`src/rtl/shift_engine.sv`:
```
// ----------------------------------------------------------------------------
// shift_engine
//   Universal W-bit shift register with a counted burst-shift controller.
//   Supports parallel load, synchronous clear, single-step shifts and a burst
//   of N shifts requested with a start/busy/done handshake.
//   Ops: 000 SHL, 001 SHR, 010 ROL, 011 ROR, 100 ASR, others hold.
//
// Ports
//   ck        : clock, all state updates on the rising edge
//   rst       : synchronous reset, active high
//   clr       : synchronous clear of q (aborts a burst, no done pulse)
//   ld        : parallel load q <= d (IDLE only)
//   d         : parallel load data
//   op        : shift operation code
//   step      : single shift with live op (IDLE only)
//   start     : begin a burst of count shifts (IDLE only)
//   count     : burst length 0..W, larger values clamp to W
//   serialIn  : fill bit for SHL / SHR
//   q         : register contents
//   serialOut : bit shifted out by the most recent shift
//   busy      : high while a burst is in progress
//   done      : one-cycle pulse after the last burst shift
// ----------------------------------------------------------------------------
module shift_engine #(
    parameter int W  = 8,
    parameter int CW = $clog2(W + 1)
) (
    input  logic          ck,
    input  logic          rst,
    input  logic          clr,
    input  logic          ld,
    input  logic [W-1:0]  d,
    input  logic [2:0]    op,
    input  logic          step,
    input  logic          start,
    input  logic [CW-1:0] count,
    input  logic          serialIn,
    output logic [W-1:0]  q,
    output logic          serialOut,
    output logic          busy,
    output logic          done
);

    typedef enum logic [1:0] {
        IDLE  = 2'd0,
        SHIFT = 2'd1,
        DONE  = 2'd2
    } state_t;

    state_t         state, state_nx;
    logic [2:0]     op_lat;
    logic [CW-1:0]  rem;
    logic [CW-1:0]  cnt_clamped;
    logic [2:0]     op_eff;
    logic [W:0]     shift_res;

    // Returns {serial_out, q_next}; reserved codes hold both.
    function automatic logic [W:0] shift_fn(
        input logic [2:0]   sop,
        input logic [W-1:0] sq,
        input logic         sin,
        input logic         so_prev
    );
        case (sop)
            3'b000:  shift_fn = {sq[W-1], sq[W-2:0], sin};
            3'b001:  shift_fn = {sq[0],   sin, sq[W-1:1]};
            3'b010:  shift_fn = {sq[W-1], sq[W-2:0], sq[W-1]};
            3'b011:  shift_fn = {sq[0],   sq[0], sq[W-1:1]};
            3'b100:  shift_fn = {sq[0],   sq[W-1], sq[W-1:1]};
            default: shift_fn = {so_prev, sq};
        endcase
    endfunction

    assign cnt_clamped = (count > CW'(W)) ? CW'(W) : count;

    // Mid-burst the latched op is used so live op changes are ignored.
    assign op_eff    = (state == SHIFT) ? op_lat : op;
    assign shift_res = shift_fn(op_eff, q, serialIn, serialOut);

    always_comb begin
        state_nx = state;
        if (clr) begin
            state_nx = IDLE;
        end else begin
            case (state)
                IDLE: begin
                    if (!ld && start) begin
                        state_nx = (cnt_clamped == '0) ? DONE : SHIFT;
                    end
                end
                SHIFT: begin
                    if (rem == CW'(1)) begin
                        state_nx = DONE;
                    end
                end
                DONE:    state_nx = IDLE;
                default: state_nx = IDLE;
            endcase
        end
    end

    always_ff @(posedge ck) begin
        if (rst) begin
            state     <= IDLE;
            q         <= '0;
            serialOut <= 1'b0;
            op_lat    <= '0;
            rem       <= '0;
        end else begin
            state <= state_nx;
            if (clr) begin
                q <= '0;
            end else begin
                case (state)
                    IDLE: begin
                        if (ld) begin
                            q <= d;
                        end else if (start) begin
                            if (cnt_clamped != '0) begin
                                op_lat <= op;
                                rem    <= cnt_clamped;
                            end
                        end else if (step) begin
                            {serialOut, q} <= shift_res;
                        end
                    end
                    SHIFT: begin
                        {serialOut, q} <= shift_res;
                        rem            <= rem - CW'(1);
                    end
                    default: begin
                    end
                endcase
            end
        end
    end

    // Decoded straight from the state register: no input-to-output path.
    assign busy = (state == SHIFT);
    assign done = (state == DONE);

endmodule
```
`config.mk`:
```
export PLATFORM = sky130hd
export DESIGN_NAME = shift_engine
export DESIGN_NICKNAME = d
export VERILOG_FILES = /design/src/rtl/shift_engine.sv
export SDC_FILE = /design/constraint.sdc
export NUM_CORES = 1
export LEC_CHECK = 0
export ABC_AREA = 1
export CORE_ASPECT_RATIO = 1.2
export CORE_MARGIN = 3
export CORE_UTILIZATION = 53
export CTS_CLUSTER_DIAMETER = 200
export CTS_CLUSTER_SIZE = 20
export DETAILED_ROUTE_END_ITERATION = 10
export MAX_ROUTING_LAYER = met4
export PLACE_DENSITY = 0.85
export SYNTH_ARGS = -nofsm -noshare
export SYNTH_HDL_FRONTEND = slang
export SYNTH_SLANG_ARGS = --single-unit
export TNS_END_PERCENT = 30
```
`constraint.sdc`:
```
create_clock -name ck -period 3.05 [get_ports ck]
set_clock_uncertainty 0.1 [all_clocks]
set_input_delay 0.61 -clock ck [delete_from_list [all_inputs] [get_ports ck]]
set_output_delay 0.61 -clock ck [all_outputs]
set_load 0.02 [all_outputs]
```
Clock wires, drivers and flops:
(8 px per um)
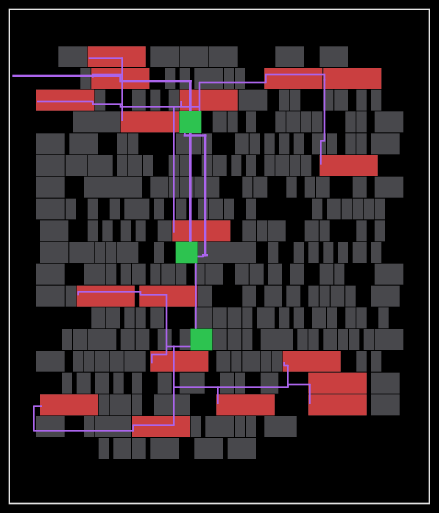
[purple] clock wires | length: 246 um
[green] clock drivers | count: 3
[red] flip-flops | count: 18
routed clock nets: 4

Cells coloured by class:
(4 px per um)
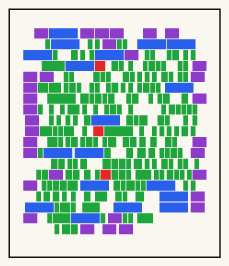
| colour | class | cells | share of their area |
|---|---|---|---|
| green | combinational and other logic | 199 | 58% |
| red | clock drivers | 3 | 1.4% |
| blue | sequential cells | 18 | 22% |
| purple | remaining buffers and delay cells | 32 | 19% |

I/O nets highlighted:
(8 px per um)
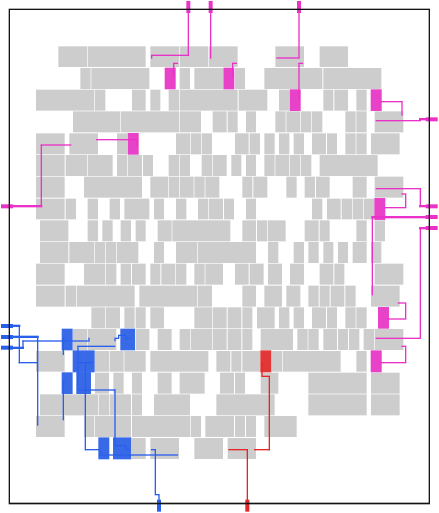
| colour | port | bits | direction | end cells | buffers | wire |
|---|---|---|---|---|---|---|
| magenta | `d` | 8 | input | 8 | 8 | 126 um |
| red | `serialIn` | 1 | input | 1 | 1 | 22.2 um |
| blue | `count` | 4 | input | 8 | 4 | 98.3 um |

==> flow_summary.ini <==
; physical design summary
[hold_path]
min_to = op_lat[2]
holdPathStages = 2

[setup_path]
cp_max_fo = 8
reg2reg_setup_slack_ns = 1.17
crit_required_ns = 2.34

[timing]
fmax_ghz = 0.411
tightest_slew_ns = 0.401

[clock_network]
cts-hold-fix-buffers = 0
post_cts_buffers = 0
cts_buffers = 3
cts_max_level = 1

[power]
p_seq_share_pct = 46.1
p_sw_share_pct = 33.2
peakVddDrop_uv = 252
internal_power_uw = 371

[route]
ant_nets = 0
num_vias = 1430
viasPerCell = 5.05
wl_met2_um = 1510

[synth]
syn_area_um2 = 1370
syn_nets = 246
xor_area_share_pct = 0.642
synthAdderAreaFrac_pct = 1.83
synth.distinct_cells = 26
synth.comb.largest_family = simple AND/OR/NAND/NOR gates
syn_area_per_cell_um2 = 6.15

[die]
die_x_um = 52.3
dieArea_um2 = 3220

[final_layout]
final_common_cell = nand2_1
lay_top_cells = nand2_1, inv_1, clkdlybuf4s50_1, nand3_1, nor2_1
final_core_util_pct = 71.3

[global_routing]
use_met2_pct = 38.5
antenna_found_initial = 0
grt_pass1_vias = 1332

[place]
hpwl_um = 2430
port-buffer-count = 32

[outcome]
status = complete, no violations

[flow_run]
cap_violations = 0
power groups by stage:
| stage | logic, mW | registers (mW) | clock network, mW |
|---|---|---|---|
| 2_1_floorplan | 0.119 | 0.266 | 0 |
| 3_3_place_gp | 0.179 | 0.262 | 0 |
| 3_5_place_dp | 0.181 | 0.262 | 0 |
| 4_1_cts | 0.182 | 0.256 | 0.120 |
| 5_1_grt | 0.205 | 0.258 | 0.127 |
| 6_report | 0.180 | 0.256 | 0.119 |
flip-flops by register name (all words and copies together), names as in the netlist:
register and cells:
op_lat 3, serialOut 1, rem 4, q 8, state 2
worst max path at each step:
stage,start,endpoint
finish,state[0],busy
global route,state[0],busy
CTS,state[0],busy
detailed placement,rst,state[1]
global placement,op[2],q[6]
floorplan,state[0],serialOut
Power and IR drop assume default switching activity.
